Figure 1. Cell classes on the final placement.
Scale bar: 20 µm. Fill, decap, tap and diode cells in grey.
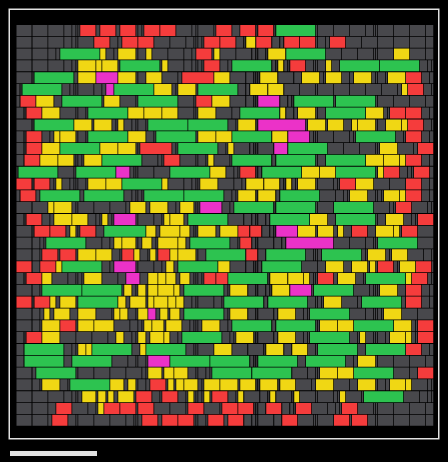
Figure 2. Metal layers overlaid.
Scale bar: 20 µm.
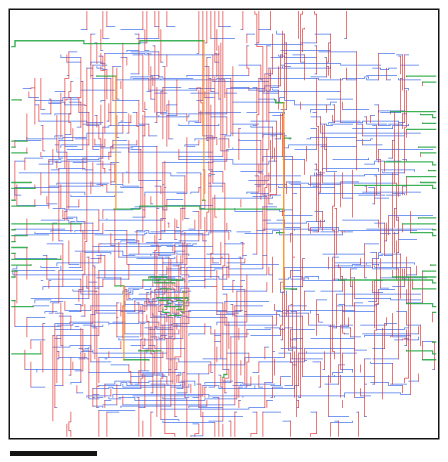
Figure 3. Logic cells by family.
Scale bar: 20 µm.
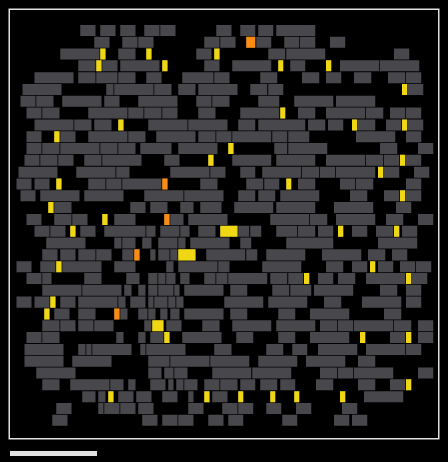
==> src/rtl/imem_fetch_ctrl.sv <==
// imem_fetch_ctrl: owns the PC, fetches 256-word instruction memory into a prefetch queue for decode.
// Optional FETCH_HALT_ZERO_EN: after queuing an all-zero word, fetching stops (DONE) until a redirect.
module imem_fetch_ctrl #(
    parameter logic [7:0] BOOT_PC = 8'd0,
    parameter int         DEPTH   = 2
) (
    input  logic        clk,
    input  logic        rst,
    input  logic        start,
    output logic [7:0]  imem_addr,
    input  logic [31:0] imem_rdata,
    output logic        inst_valid,
    input  logic        inst_ready,
    output logic [31:0] inst_data,
    output logic [7:0]  inst_pc,
    input  logic        redirect,
    input  logic [7:0]  redirect_pc,
    output logic        busy
);
    localparam int AW = $clog2(DEPTH);
    localparam logic [AW:0] FULL = (AW+1)'(DEPTH);

    typedef enum logic [1:0] {IDLE, RUN, DONE} state_t;

    state_t        state_q, state_d;
    logic [7:0]    pc_q, pc_d;
    logic [AW:0]   cnt_q, cnt_d;
    logic [AW-1:0] rd_q, rd_d, wr_q, wr_d;
    logic [31:0]   data_q [DEPTH];
    logic [31:0]   data_d [DEPTH];
    logic [7:0]    tag_q [DEPTH];
    logic [7:0]    tag_d [DEPTH];
    logic          pop, push, flush;

    assign imem_addr  = pc_q;
    assign inst_valid = cnt_q != '0;
    assign inst_data  = inst_valid ? data_q[rd_q] : '0;
    assign inst_pc    = inst_valid ? tag_q[rd_q] : '0;
    assign busy       = state_q != IDLE;
    assign flush      = redirect && state_q != IDLE;
    assign pop        = inst_valid && inst_ready;
    // A full queue still accepts a word when the head leaves in the same cycle.
    assign push       = state_q == RUN && !redirect && (cnt_q < FULL || pop);

    always_comb begin
        state_d = state_q;
        pc_d    = pc_q;
        cnt_d   = cnt_q;
        rd_d    = rd_q;
        wr_d    = wr_q;
        data_d  = data_q;
        tag_d   = tag_q;
        if (flush) begin
            state_d = RUN;
            pc_d    = redirect_pc;
            cnt_d   = '0;
            rd_d    = '0;
            wr_d    = '0;
        end else begin
            if (state_q == IDLE && start)
                state_d = RUN;
            if (push) begin
                data_d[wr_q] = imem_rdata;
                tag_d[wr_q]  = pc_q;
                wr_d         = wr_q + AW'(1);
                pc_d         = pc_q + 8'd1;
`ifdef FETCH_HALT_ZERO_EN
                if (imem_rdata == '0)
                    state_d = DONE;
`endif
            end
            if (pop)
                rd_d = rd_q + AW'(1);
            cnt_d = cnt_q + (AW+1)'(push) - (AW+1)'(pop);
        end
    end

    always_ff @(posedge clk or posedge rst) begin
        if (rst) begin
            state_q <= IDLE;
            pc_q    <= BOOT_PC;
            cnt_q   <= '0;
            rd_q    <= '0;
            wr_q    <= '0;
            data_q  <= '{default: '0};
            tag_q   <= '{default: '0};
        end else begin
            state_q <= state_d;
            pc_q    <= pc_d;
            cnt_q   <= cnt_d;
            rd_q    <= rd_d;
            wr_q    <= wr_d;
            data_q  <= data_d;
            tag_q   <= tag_d;
        end
    end
endmodule

==> config.mk <==
export PLATFORM = sky130hd
export DESIGN_NAME = imem_fetch_ctrl
export DESIGN_NICKNAME = d
export VERILOG_FILES = /design/src/rtl/imem_fetch_ctrl.sv
export SDC_FILE = /design/constraint.sdc
export NUM_CORES = 1
export LEC_CHECK = 0
export ABC_CLOCK_PERIOD_IN_PS = 3050
export CAP_MARGIN = 30
export CORE_MARGIN = 1
export CORE_UTILIZATION = 46
export CTS_CLUSTER_SIZE = 16
export DETAILED_ROUTE_END_ITERATION = 7
export PLACE_DENSITY_LB_ADDON = 0.12
export SLEW_MARGIN = 20
export SYNTH_ARGS = -nofsm -noshare
export SYNTH_HDL_FRONTEND = slang
export SYNTH_SLANG_ARGS = --single-unit
==> constraint.sdc <==
create_clock -name clk -period 3.05 [get_ports clk]
set_input_delay 0.61 -clock clk [delete_from_list [all_inputs] [get_ports clk]]
set_output_delay 0.61 -clock clk [all_outputs]
set_load 0.01 [all_outputs]
==> results.txt <==
Implementation results

Per the power-grid run, VDD falls by no more than 0.4719 mV. In the finished design, the share of the clock period the worst path needs comes to 0.8744. Across all hold checks on the routed design, the worst slack comes to 0.4920 ns. The flow ran to the end, but the final reports show violations. The TritonCTS clock tree is built.

The post-synthesis cell type with the largest instance count is sky130_fd_sc_hd__dfrtp_1. The predominant post-synthesis flop cell is sky130_fd_sc_hd__dfrtp_1. The initial antenna violation count came to 0.

The row count is 34. Per the synthesis report, the XOR/XNOR share of the synthesized area is 0.006130. For this run, the script counts the antenna cells in the layout as 0. The combined area of the multi-input logic cells is 1852 µm². Clock skew on the completed layout was measured at 0.009421 ns. The worst setup path startpoint is rd_q$_DFFE_PP0P_. The share of total power dissipated in sequential elements is 0.388. The startpoint of the most critical register-to-register path is cnt_q[1]$_DFF_PP0_.

The number of primary I/O pins is 95. Entering global routing, the biggest net connects 56 pins. The transition time of the tightest slew-check pin is 0.6782 ns. Setup repair after global routing left no endpoint under its margin. The synthesized design contains 93 register bits. TritonRoute reported its final design rule violation total as 7. The post-route minimum period is 2.667 ns. The setup TNS is 0 ns. The startpoint class of the critical path is a flop. Summed over all sequential cells, the power is 0.00207 W. The type of the most critical hold path is flop to flop.

In this run, the synthesized area fraction spent on and/or/nand/nor cells is recorded as 0.06451. The endpoint of the worst hold path is reported as data_q[54]$_DFFE_PP0P_. The number of clock sinks is 93. Per the layout area report, the register area comes to 2328 µm². The clock tree synthesis step divided the H-tree into 3 levels. Of the total synthesized cell area, the portion taken by full adders, half adders and majority gates is 0.008757. The final reports fail on DRC. In this run, post-CTS repair resized a total of 0 instances. The synthesized design spends more area on one cell type than any other, namely sky130_fd_sc_hd__dfrtp_1. The multi-input combinational gate total is 220. The number of instances in the placed design is 530.

The number of sequential cells reported for the layout is 93. The synthesized netlist cell count is 338. For the worst setup path, the data arrival time is 2.06 ns. The CTS buffer count is 9.
Back to the opening pictures, Figure 1:
yellow -> remaining logic cells  # cells 225, share of their area 34%
magenta -> clock drivers and dummy loads  # cells 16, share of their area 4.0%
green -> registers  # cells 93, share of their area 43%
red -> remaining buffers and delay cells  # cells 104, share of their area 19%

Back to the opening pictures, Figure 2:
orange -> M4  # wire length 132 µm
blue -> M1  # wire length 4100 µm
red -> M2  # wire length 4370 µm
green -> M3  # wire length 406 µm
total via count in the routed design: 2935
average wire per standard cell: 16.51 µm
routed wire length: 9016 µm
total routing usage reported by global routing: 0.2013

Back to the opening pictures, Figure 3:
yellow -> nor cells  # cells 44, where widely spread
orange -> inv cells  # cells 5
share of the final layout cell area in multi-input gates: 0.3308
Non-Filler Instances: 546
Top cell excl fill/tap: sky130_fd_sc_hd__clkdlybuf4s50_1

[worst max-delay path: stages (launching register included)]
cell	delay, ns
sky130_fd_sc_hd__dfrtp_2	0.59
sky130_fd_sc_hd__buf_12	0.29
sky130_fd_sc_hd__mux2i_1	0.11
sky130_fd_sc_hd__nor2_1	0.14
sky130_fd_sc_hd__clkdlybuf4s50_1	0.56
[cells by family (layout without fill, tap and decap cells)]
| group | count (synthesis) | after routing |
|---|---|---|
| flip-flops | 93 | 93 |
| AND/OR/NAND/NOR | 64 | 64 |
| AND-OR/OR-AND | 29 | 29 |
| adder cells (fa/ha/maj) | 3 | 3 |
| XOR/XNOR | 3 | 3 |
| multiplexers | 121 | 121 |
| buffers and inverters | 25 | 125 |
No activity file was given, so power comes from the tool's default toggle rates.
